Fig. 1: run 1, M2 wires
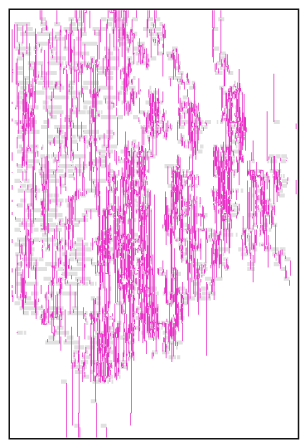
Fig. 2: run 1, routing congestion
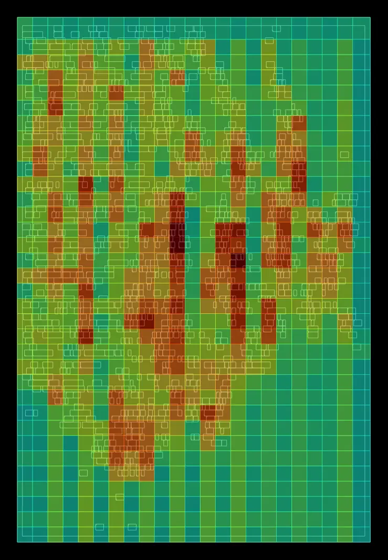
Fig. 3: run 1, nets reached from selected ports
Scale bar: 50 um.
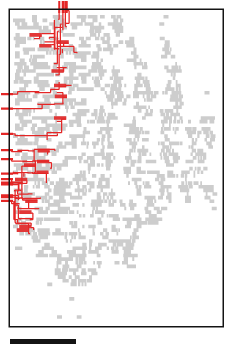
Fig. 4: run 1, signal wires on met1
Supply wires on this layer in gray.
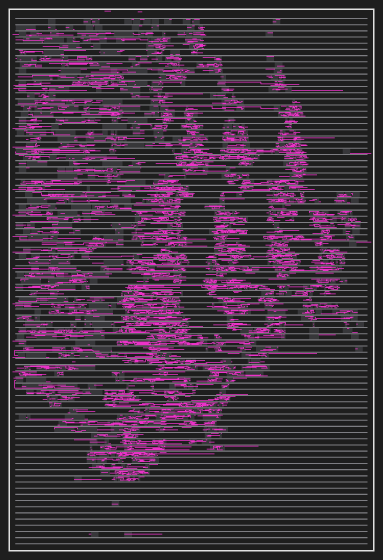
<file path="config.mk">
export PLATFORM = sky130hd
export DESIGN_NAME = multiplier
export DESIGN_NICKNAME = d
export VERILOG_FILES = /design/src/rtl/multiplier.sv
export SDC_FILE = /design/constraint.sdc
export NUM_CORES = 1
export LEC_CHECK = 0
export CAP_MARGIN = 10
export CORE_ASPECT_RATIO = 1.5
export CORE_MARGIN = 2
export CORE_UTILIZATION = 25
export CTS_BUF_LIST = sky130_fd_sc_hd__clkbuf_8 sky130_fd_sc_hd__clkbuf_16
export CTS_CLUSTER_SIZE = 12
export DETAILED_ROUTE_END_ITERATION = 6
export PLACE_DENSITY_LB_ADDON = 0.2
export SKIP_CTS_REPAIR_TIMING = 1
export SLEW_MARGIN = 5
export SYNTH_ARGS = -nofsm -noshare
export SYNTH_HDL_FRONTEND = slang
export SYNTH_SLANG_ARGS = --single-unit
</file>
<file path="constraint.sdc">
create_clock -name clk_10kHz -period 22.7 [get_ports clk_10kHz]
set_clock_uncertainty 0.15 [all_clocks]
set_input_delay 4.54 -clock clk_10kHz [delete_from_list [all_inputs] [get_ports clk_10kHz]]
set_output_delay 4.54 -clock clk_10kHz [all_outputs]
set_load 0.02 [all_outputs]
</file>
<file path="src/rtl/multiplier.sv">
// multiplier: sequential 8x8 unsigned shift-and-add multiplier with binary-to-BCD product output
module multiplier (
   input  logic        clk_10kHz,
   input  logic        clrn,
   input  logic        start,
   input  logic [7:0]  a,
   input  logic [7:0]  b,
   input  logic        load_a,
   input  logic        load_b,
   output logic [15:0] p,
   output logic        done,
   output logic [19:0] p_BCD,
   output logic [1:0]  state,
   output logic [15:0] a_lshift_r,
   output logic [7:0]  b_rshift_r,
   output logic [15:0] sum,
   output logic        z
);
   typedef enum logic [1:0] {IDLE = 2'b00, CALC = 2'b01, DONE = 2'b10} state_t;
   state_t      state_q, state_d;
   logic [7:0]  a_q, a_d, b_q, b_d, b_sh_q, b_sh_d;
   logic [15:0] p_q, p_d, a_sh_q, a_sh_d, sum_q, sum_d;
   logic [19:0] bcd;
   assign z          = b_sh_q == 8'd0;
   assign p          = p_q;
   assign done       = state_q == DONE;
   assign state      = state_q;
   assign a_lshift_r = a_sh_q;
   assign b_rshift_r = b_sh_q;
   assign sum        = sum_q;
   assign p_BCD      = bcd;
   always_comb begin
      a_d     = load_a ? a : a_q;
      b_d     = load_b ? b : b_q;
      state_d = state_q;
      p_d     = p_q;
      a_sh_d  = a_sh_q;
      b_sh_d  = b_sh_q;
      sum_d   = sum_q;
      if (state_q == IDLE) begin
         if (start) begin
            a_sh_d  = {8'b0, a_q};
            b_sh_d  = b_q;
            sum_d   = 16'd0;
            state_d = CALC;
         end
      end else if (state_q == CALC) begin
         if (z) begin
            p_d     = sum_q;
            state_d = DONE;
         end else begin
            sum_d  = b_sh_q[0] ? sum_q + a_sh_q : sum_q;
            a_sh_d = a_sh_q << 1;
            b_sh_d = b_sh_q >> 1;
         end
      end else if (state_q == DONE) begin
         state_d = start ? DONE : IDLE;
      end else begin
         state_d = IDLE;
      end
   end
   // double dabble: add 3 to any digit >= 5 before each shift
   always_comb begin
      bcd = 20'd0;
      for (int i = 15; i >= 0; i--) begin
         for (int j = 0; j < 5; j++)
            bcd[4*j +: 4] = bcd[4*j +: 4] > 4'd4 ? bcd[4*j +: 4] + 4'd3 : bcd[4*j +: 4];
         bcd = {bcd[18:0], p_q[i]};
      end
   end
   always_ff @(posedge clk_10kHz or posedge clrn) begin
      if (clrn) begin
         state_q <= IDLE;
         a_q     <= 8'd0;
         b_q     <= 8'd0;
         p_q     <= 16'd0;
         a_sh_q  <= 16'd0;
         b_sh_q  <= 8'd0;
         sum_q   <= 16'd0;
      end else begin
         state_q <= state_d;
         a_q     <= a_d;
         b_q     <= b_d;
         p_q     <= p_d;
         a_sh_q  <= a_sh_d;
         b_sh_q  <= b_sh_d;
         sum_q   <= sum_d;
      end
   end
endmodule

</file>
==> ci_impl_report.md, run 1 <==
### Flow metrics

| Metric | Value |
|---|---|
| Detailed placement HPWL | between 20000 and 25000 um |
| Ys cells | ~1100 |
| First-pass GRT wire length | between 40000 and 50000 um |
| Final GP Congestion | approximately 0.81 |
| Fin. Hold Viols | 0 |
| Synth warnings | 0 |
| Design Area, Final | ~11000 um^2 |
| Final worst-path cycle share | 0.7105 |
| N_diodes | 0 |
| Vias per cell | 5.395 |
| Critical path arrival | ~11 ns |
| H-tree levels | 3 |
| Slowest CP cell | a21oi_1 |
| Post-route DRC violation count | 0 |
| Fp util | 0.2539 |
| Final setup fails | 0 |
| CP dominant cell by count | ha_1 |
| Max-cap viol count | 0 |
| Clock latency on the worst-skew pair | 0.34 ns |
| Placed cell count | roughly 1700 |
| Placed cell areas | roughly 10000 um^2 |
| Mapped Nets | roughly 1200 |
| CP required | approximately 18 ns |
| Max-slew violations | 0 |
| RSZ-0062 raised after global routing | false |
| Main flop type | dfrtp_1 |
| Syn_area_per_cell | between 8 and 9 um^2 |
| Ys async rst share | 1.000 |
| Critical path's largest stage delay | 0.99 ns |
| Clk sinks | 74 |
| Critical Path Start Type | flop |
| Iter 0 DRT Violations | between 400 and 500 |
| Distinct cells, synth | about 100 |
| Max clock buf depth | 2 |
| Highest Clock Rate | 62.01 MHz |
| Top area contributor share | 0.2035 |
| Rows | between 80 and 90 |
| Worst hold path type | reg2reg |
| Fin nets | roughly 1300 |
| Synth-to-layout area growth | 18.64% |
| Dominant cell type by area after synthesis | dfrtp_1 |
| TritonCTS clock tree | yes |
| CP delay by family, top | AND-OR/OR-AND gates |
| CTS root buffer | clkbuf_16 |
| Drt wl/cell | about 16 um |
| Finished Layout Cells | 1672 |
| Critical path fanouts, max | 15 |
| Seq share, synth | 0.2035 |
| Core Region | about 36000 um^2 |
| Actual slew at the worst max-slew pin | roughly 1.2 ns |
| Inserted Clock Buffers | 9 |
| Layout cells sized above 1 | 0.1022 |
| Outcome | complete, no violations |
| Final setup TNS | 0 ns |
| Fin crit period | around 16 ns |
| Post-Syn Instances | approximately 1100 |
| Highest-count logic cell in the final layout | clkdlybuf4s50_1 |
| Global route overflow | 0 |
| 1st-pass router iterations | 5 |
| CP Capture Type | primary output |
| Die width | about 160 um |
| Initial antenna violation count | 0 |
| Height of the die | around 240 um |
| Critical path type | reg2out |
| GRT Overall Usage | 0.1391 |
| Fill cell count | ~3800 |
| Top cells excl fill/tap | clkdlybuf4s50_1 (100), nand2_1 (93), nor2_1 (88), dfrtp_1 (74), a21oi_1 (64) |
| Slew headroom | 0.1976 |
| Post-Syn Area | just over 9000 um^2 |
| Post-detailed-route count of antenna-violating nets | 0 |
| CP bufs+invs | 4 |
| Count of flip-flops with a built-in enable after synthesis | 0 |
| Vias in the first global route | approximately 8800 |
## Picture notes: Fig. 1
share of all routed wire: 53%
wire length on this layer: 14400 um
met2 usage: 0.2677
Via Count: 9020
DRT Wirelength: 27170 um

## Picture notes: Fig. 2
Core Util, Final: 0.3012
busiest metal layer after global routing: met2
Global Route met1 Usage: 0.1538

## Picture notes: Fig. 3
legend:
  a_lshift_r:
    color: red
    bits: 16
    direction: output
    end_cells: 16
    buffers: 16
    wire: 877 um
# IOs: 101
PortBufs: 100

## Picture notes: Fig. 4
wire length on this layer: 11000 um
nets with wire on the layer: 1149
longest straight run: 34.5 um
share of all routed wire: 40%

==> run 1: area by class of cell <==
type	count	area (um^2)	area share
multi-input combinational	940	6754	0.6256
timing repair buffer	113	1099	0.1017
clock inverter	7	76.32	0.007069
clock buffer	9	225.2	0.02086
sequential	74	1852	0.1715
inverter	51	192.7	0.01785
tap	478	598.1	0.05539
==> run 1: sequential cells by signal (all words and copies together), names as in the netlist <==
name,cells
p,16
a_q,8
a_lshift_r,16
state,2
b_rshift_r,8
sum,16
b_q,8
==> run 1: cells in the mapped netlist (6+ instances only) <==
library cell,instances
a211oi_1,15
a22oi_1,13
a32oi_1,7
nor3_1,44
o211ai_1,17
nor4_1,11
mux2i_1,36
a21o_1,12
o21bai_1,15
nor2_1,89
and2_1,10
a21oi_1,65
o22ai_1,13
nand2_1,93
xnor2_1,36
o31ai_1,14
and3_1,9
xor2_1,6
or3_1,7
a311oi_1,6
dfrtp_1,74
buf_2,22
nand3_1,28
or4_1,8
o221ai_1,7
ha_1,52
o2111ai_1,6
o21ai_1,13
a221oi_1,9
nor2b_1,8
a31oi_1,14
a22o_1,21
clkbuf_1,36
o32ai_1,7
o21ai_0,58
nand2b_1,12
inv_1,51
o21a_1,7
nand4_1,9
mux2_2,43
==> run 1: worst paths after layout <==
kind / start / cells past startpoint / end / slack (ns)
max: p[13]$_DFFE_PP0P_ / 38 / p_BCD[9] / 6.57
min: b_q[4]$_DFFE_PP0P_ / 1 / b_q[4]$_DFFE_PP0P_ / 0.35
max reg2reg: a_lshift_r[1]$_DFFE_PP0P_ / 19 / sum[15]$_DFFE_PP0P_ / 18.80
min reg2reg: b_q[4]$_DFFE_PP0P_ / 1 / b_q[4]$_DFFE_PP0P_ / 0.35
max in group asynchronous: clrn / 3 / p[0]$_DFFE_PP0P_ / 17.03
min in group asynchronous: clrn / 2 / p[14]$_DFFE_PP0P_ / 4.32
==> run 1: cell families after synthesis <==
family	synth area share
buf+inv	0.05582
fa+ha+maj	0.07370
xor+xnor	0.05500
simple gates	0.1924
mux	0.09528
flops	0.2035
compound gates	0.3244
==> run 1: per-stage QoR <==
stage	utilization	worst slack (ns)	hold slack [ns]
finish	0.3012	6.572	0.3546
CTS	0.3012	6.555	0.3610
detailed placement	0.2928	6.984	0.3462
floorplan	-	8.949	0.3305
global route	0.3012	5.329	0.3693
global placement	0.2928	7.088	0.3411
==> run 1: layer usage <==
layer / GRT usage / vias up / part of all wire
met1: 0.1538 / 4305 / 0.40
met3: 0.02129 / 44 / 0.042
met5: 0 / - / 0
li1: - / 4437 / -
met4: 0.04723 / 0 / 0.023
met2: 0.2677 / 234 / 0.53
Fig. 5: run 1, sequential cells grouped by signal name
Other sequential cells in the stronger gray, the rest of the logic in the fainter gray.
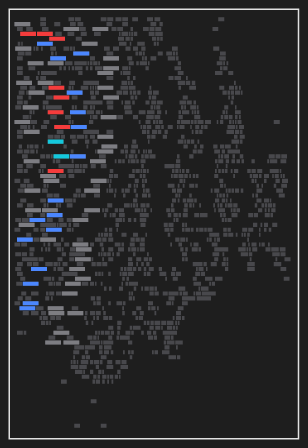

==> inputs of run 2 (changes only) <==
Clock period 22.7 ns to 15.8 ns, I/O delays scaled along.
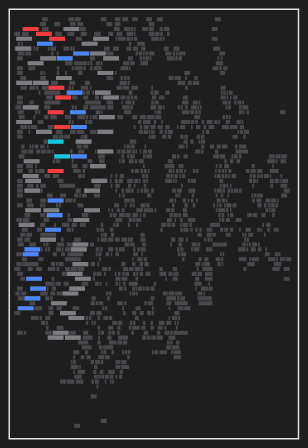
Fig. 6. Sequential cells grouped by signal name (run 2).
Other sequential cells in the stronger gray, the rest of the logic in the fainter gray.
legend:
  state:
    color: cyan
    flops: 2
  a_q:
    color: red
    flops: 8
    where: top left
  a_lshift_r:
    color: blue
    flops: 16
Core Util, Final: 0.3010

==> run 2 against run 1 <==
- register-to-register slack worse by 6.9 ns
- sequential share of layout area about the same
- hold slack better by 0.0013 ns
- critical path depth shrank 1
- highest routed layer unchanged
==> ci_impl_report.md, run 2 <==
### Flow metrics

| Metric | Value |
|---|---|
| Main flop type | dfrtp_1 (unchanged) |
| H-tree levels | 3 (unchanged) |
| GRT Overall Usage | 0.1387 (was 0.1391) |
| Finished Layout Cells | 1673 (was 1672) |
| Max clock buf depth | 2 (unchanged) |
| Critical path fanouts, max | 16 (was 15) |
| Slowest CP cell | clkdlybuf4s50_1 (was a21oi_1) |
| Dominant cell type by area after synthesis | dfrtp_1 (unchanged) |
| Top cells, area | dfrtp_1 (20%), ha_1 (7.1%), mux2_2 (5.3%), mux2i_1 (4.0%), nand2_1 (3.8%) (unchanged) |
| Mapped Nets | 1207 (unchanged) |
| Placed cell areas | 10500 um^2 (unchanged) |
| Post-Syn Instances | 1133 (unchanged) |
| Ys cells | 1133 (unchanged) |
| Outcome | complete, no violations (unchanged) |
| Slew headroom | 0.2278 (was 0.1976) |
| Distinct cells, synth | 99 (unchanged) |
| Synth top cell by count | nand2_1 (unchanged) |
| Synth-to-layout area growth | 18.56% (was 18.64%) |
| Synth warnings | 0 (unchanged) |
| RSZ-0062 raised after global routing | false (unchanged) |
| Vias per cell | 5.366 (was 5.395) |
| Vias in the first global route | 8801 (was 8780) |
| Worst r2r src | a_lshift_r[1]$_DFFE_PP0P_ (unchanged) |
| Commonest cells post-synth | nand2_1 (93), nor2_1 (89), dfrtp_1 (74) (unchanged) |
| Via Count | 8977 (was 9020) |
| Highest-count logic cell in the final layout | clkdlybuf4s50_1 (unchanged) |
| Rows | 85 (unchanged) |
| CP dominant cell by count | ha_1 (unchanged) |
| CP bufs+invs | 4 (unchanged) |
| Layout cells sized above 1 | 0.1029 (was 0.1022) |
| Seq share, synth | 0.2035 (unchanged) |
| Fin. Hold Viols | 0 (unchanged) |
| Worst hold path type | reg2reg (unchanged) |
| Critical path arrival | 11.36 ns (was 11.44 ns) |
| Ys async rst share | 1.000 (unchanged) |
| Critical Path Start Type | flop (unchanged) |
| First-pass GRT wire length | 44690 um (was 44780 um) |
| Worst R2R Setup Slack | 11.87 ns (was 18.80 ns) |
| Final GP Congestion | 0.8083 (was 0.8144) |
| Fin Hold WS | 0.3559 ns (was 0.3546 ns) |
| Detailed placement HPWL | 20670 um (was 20680 um) |
| 1st-pass router iterations | 5 (unchanged) |
| FF-to-FF End | sum[15]$_DFFE_PP0P_ (unchanged) |
| TritonCTS clock tree | yes (unchanged) |
| Top cells excl fill/tap | clkdlybuf4s50_1 (100), nand2_1 (93), nor2_1 (88), dfrtp_1 (74), a21oi_1 (64) (unchanged) |
| DRT Wirelength | 27000 um (was 27170 um) |
| Top area contributor share | 0.2035 (unchanged) |
| Final setup TNS | 0 ns (unchanged) |
| Count of flip-flops with a built-in enable after synthesis | 0 (unchanged) |
| Core Region | 35840 um^2 (unchanged) |
| Drt wl/cell | 16.14 um (was 16.25 um) |
| Post-detailed-route count of antenna-violating nets | 0 (unchanged) |
| Final setup fails | 0 (unchanged) |
| Placed cell count | 1656 (unchanged) |
| YS chip area | 9100 um^2 (unchanged) |
| Fin nets | 1264 (was 1263) |
| CP required | 12.49 ns (was 18.01 ns) |
| CP Capture Type | primary output (unchanged) |
| Clk sinks | 74 (unchanged) |
| Global route overflow | 0 (unchanged) |
| CTS root buffer | clkbuf_16 (unchanged) |
| Critical Path Stages | 37 (was 38) |
| Height of the die | 237.7 um (unchanged) |
| Worst R2R Path Depth | 19 (unchanged) |
| Clock latency on the worst-skew pair | 0.33 ns (was 0.34 ns) |
| PortBufs | 100 (unchanged) |
| CP delay by family, top | AND-OR/OR-AND gates (unchanged) |
| Actual slew at the worst max-slew pin | 1.154 ns (was 1.204 ns) |
| Iter 0 DRT Violations | 504 (was 456) |
| Max-slew violations | 0 (unchanged) |
| Max-cap viol count | 0 (unchanged) |
## run 2: cell counts after synthesis
No cell type changed its count.
## run 2: per-layer routing
layer / share of wire / up-vias / wire length (um) / GRT usage
li1: - / 4445 / - / -
met1: 0.41 / 4248 / 10980 / 0.1549
met2: 0.52 / 230 / 14150 / 0.2646
met3: 0.042 / 54 / 1137 / 0.01919
met4: 0.027 / 0 / 737 / 0.05160
met5: 0 / - / 0 / 0
## run 2: through the flow
stage,setup slack (ns),utilization
after global routing,0.1206,0.3010
after CTS,1.016,0.3008
after floorplan,3.429,-
after global placement,1.518,0.2928
final,1.134,0.3010
after detailed placement,1.434,0.2928
## run 2: kinds of logic after synthesis
group           Yosys count  share of synthesized area
simple gates            356                     0.1924
xor+xnor                 49                    0.05500
mux                      80                    0.09528
flops                    74                     0.2035
buf+inv                 119                    0.05582
compound gates          402                     0.3244
fa+ha+maj                53                    0.07370
## run 2: worst register-to-register path: stages (launching register included)
cell	delay (ns)
dfrtp_1	0.45
ha_1	0.32
a21o_1	0.16
a21oi_1	0.24
o21bai_1	0.10
a21oi_1	0.25
o21bai_1	0.12
a21oi_1	0.24
o21bai_1	0.10
a21oi_1	0.27
o21bai_1	0.10
a21oi_1	0.22
o21bai_1	0.09
a21oi_1	0.24
o21bai_1	0.09
a21oi_1	0.23
xnor2_1	0.17
nor2_1	0.05
o21ai_0	0.15
nand2_1	0.06
## run 2: how the worst max path moves through the flow
stage	from	endpoint	slack, ns
detailed placement	p[13]$_DFFE_PP0P_	p_BCD[9]	1.43
CTS	p[13]$_DFFE_PP0P_	p_BCD[9]	1.02
floorplan	p[13]$_DFFE_PP0P_	p_BCD[10]	3.43
global route	p[13]$_DFFE_PP0P_	p_BCD[14]	0.12
global placement	p[13]$_DFFE_PP0P_	p_BCD[9]	1.52
finish	p[13]$_DFFE_PP0P_	p_BCD[9]	1.13
## run 2: cell type report
| class | instances | area, um^2 |
|---|---|---|
| Inverter | 51 | 192.7 |
| Tap cell | 478 | 598.1 |
| Sequential cell | 74 | 1852 |
| Fill cell | 3855 | 25050 |
| Multi-Input combinational cell | 940 | 6754 |
| Timing Repair Buffer | 114 | 1106 |
| Clock inverter | 7 | 61.31 |
| Clock buffer | 9 | 225.2 |
==> inputs of run 3 (changes only) <==
Settings changed: SETUP_SLACK_MARGIN set to 0.02.
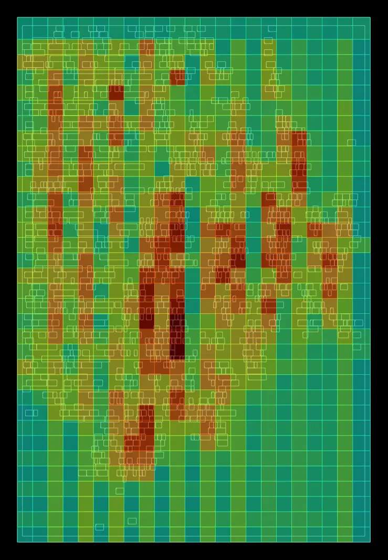
Fig. 7. Routing congestion (run 3).
drt wl/cell: 16.14 um
met3 Use GR: 0.01919

==> run 3 against run 2 <==
- hold slack unchanged
- non-clock buffer count did not move
- setup slack unchanged
- maximum frequency did not move
- register-to-register slack barely moved
- first-iteration DRC count unchanged
- critical path type unchanged
- critical endpoint unchanged
==> ci_impl_report.md, run 3 <==
### Flow metrics

| Metric | Value |
|---|---|
| Outcome | complete, no violations (unchanged) |
| Post-Syn Instances | 1133 (unchanged) |
| CP required | 12.49 ns (about the same) |
| Dpl ws | 1.434 ns (unchanged) |
| Core Util, Final | 0.3010 (unchanged) |
| Final worst-path cycle share | 0.9282 (unchanged) |
| Slew headroom | 0.2278 (unchanged) |
| Max-slew violations | 0 (unchanged) |
| Highest-count logic cell in the final layout | clkdlybuf4s50_1 (unchanged) |
| Distinct cells, synth | 99 (unchanged) |
| Slowest CP cell | clkdlybuf4s50_1 (unchanged) |
| Clock latency on the worst-skew pair | 0.33 ns (about the same) |
| Iter 0 DRT Violations | 504 (unchanged) |
| Detailed placement HPWL | 20670 um (unchanged) |
| Inserted Clock Buffers | 9 (unchanged) |
| CP dominant cell by count | ha_1 (unchanged) |
| Critical path arrival | 11.36 ns (about the same) |
| Top cells, area | dfrtp_1 (20%), ha_1 (7.1%), mux2_2 (5.3%), mux2i_1 (4.0%), nand2_1 (3.8%) (unchanged) |
| Final setup TNS | 0 ns (unchanged) |
| Clk sinks | 74 (unchanged) |
| Global route overflow | 0 (unchanged) |
| Fin crit period | 14.67 ns (unchanged) |
| Fin. Hold Viols | 0 (unchanged) |
| Worst R2R Setup Slack | 11.87 ns (about the same) |
| Seq share, synth | 0.2035 (unchanged) |
| CTS root buffer | clkbuf_16 (unchanged) |
| Count of flip-flops with a built-in enable after synthesis | 0 (unchanged) |
| Highest Clock Rate | 68.18 MHz (unchanged) |
| Top area contributor share | 0.2035 (unchanged) |
| Vias per cell | 5.366 (unchanged) |
| Top cells excl fill/tap | clkdlybuf4s50_1 (100), nand2_1 (93), nor2_1 (88), dfrtp_1 (74), a21oi_1 (64) (unchanged) |
| Ys cells | 1133 (unchanged) |
| Initial antenna violation count | 0 (unchanged) |
| Critical path type | reg2out (unchanged) |
| Max-cap viol count | 0 (unchanged) |
| Post-Syn Area | 9100 um^2 (unchanged) |
| Synth top cell by count | nand2_1 (unchanged) |
| RSZ-0062 raised after global routing | false (unchanged) |
| Layout cells sized above 1 | 0.1029 (unchanged) |
| Ys async rst share | 1.000 (unchanged) |
| 1st-pass router iterations | 5 (unchanged) |
| Post-route DRC violation count | 0 (unchanged) |
| DRT Wirelength | 27000 um (unchanged) |
| Die width | 159.8 um (unchanged) |
| Worst hold path type | reg2reg (unchanged) |
| Fill cell count | 3855 (unchanged) |
| Rows | 85 (unchanged) |
| Main flop type | dfrtp_1 (unchanged) |
| Height of the die | 237.7 um (unchanged) |
| TritonCTS clock tree | yes (unchanged) |
| Vias in the first global route | 8801 (unchanged) |
| Commonest cells post-synth | nand2_1 (93), nor2_1 (89), dfrtp_1 (74) (unchanged) |
| Mapped Nets | 1207 (unchanged) |
| Critical path fanouts, max | 16 (unchanged) |
| Synth warnings | 0 (unchanged) |
| # IOs | 101 (unchanged) |
| Synth-to-layout area growth | 18.56% (unchanged) |
| H-tree levels | 3 (unchanged) |
| Fp util | 0.2539 (unchanged) |
| N_diodes | 0 (unchanged) |
| Max clock buf depth | 2 (unchanged) |
| CP Capture Type | primary output (unchanged) |
==> run 3: cell counts after synthesis <==
No cell type changed its count.
==> run 3: stage by stage <==
| step | instances | hold WS, ns |
|---|---|---|
| 2_1_floorplan | 1133 | 0.3305 |
| 3_3_place_gp | 1656 | 0.3411 |
| 3_5_place_dp | 1656 | 0.3462 |
| 4_1_cts | 1672 | 0.3611 |
| 5_1_grt | 1673 | 0.3701 |
| 6_report | 1673 | 0.3559 |
==> run 3: cell families after synthesis <==
kind of cell,count (synthesis),share of synthesized area
flops,74,0.2035
xor+xnor,49,0.05500
mux,80,0.09528
buf+inv,119,0.05582
fa+ha+maj,53,0.07370
compound gates,402,0.3244
simple gates,356,0.1924
==> run 3: metal layers <==
layer / track usage / part of all wire / vias to the layer above
met5: 0 / 0 / -
met4: 0.05160 / 0.027 / 0
met3: 0.01919 / 0.042 / 54
met2: 0.2646 / 0.52 / 230
met1: 0.1549 / 0.41 / 4248
li1: - / - / 4445
==> run 3: cell type report <==
type / instances / area, um^2 / area share
Clock buffer: 9 / 225.2 / 0.02087
Inverter: 51 / 192.7 / 0.01786
Timing Repair Buffer: 114 / 1106 / 0.1025
Multi-Input combinational cell: 940 / 6754 / 0.6260
Tap cell: 478 / 598.1 / 0.05543
Sequential cell: 74 / 1852 / 0.1716
Clock inverter: 7 / 61.31 / 0.005682
==> run 3: final timing paths <==
kind                                            end  depth (start not counted)                      start
worst max-delay path                       p_BCD[9]                         37          p[13]$_DFFE_PP0P_
worst min-delay path             b_q[3]$_DFFE_PP0P_                          1         b_q[3]$_DFFE_PP0P_
worst max register to register  sum[15]$_DFFE_PP0P_                         19  a_lshift_r[1]$_DFFE_PP0P_
worst min register to register   b_q[3]$_DFFE_PP0P_                          1         b_q[3]$_DFFE_PP0P_
max in group asynchronous          p[4]$_DFFE_PP0P_                          3                       clrn
min in group asynchronous         p[14]$_DFFE_PP0P_                          2                       clrn
==> run 3: critical path, delay by kind of cell (launching register included) <==
family / cells / cell delay, ns
and+or+nand+nor: 5 / 1.29
DFF: 1 / 0.59
buffers and inverters: 4 / 0.96
AOI/OAI and AO/OA: 17 / 4.54
xor gates and xnor gates: 3 / 0.99
adders and majority gates: 6 / 1.76
muxes: 2 / 0.86
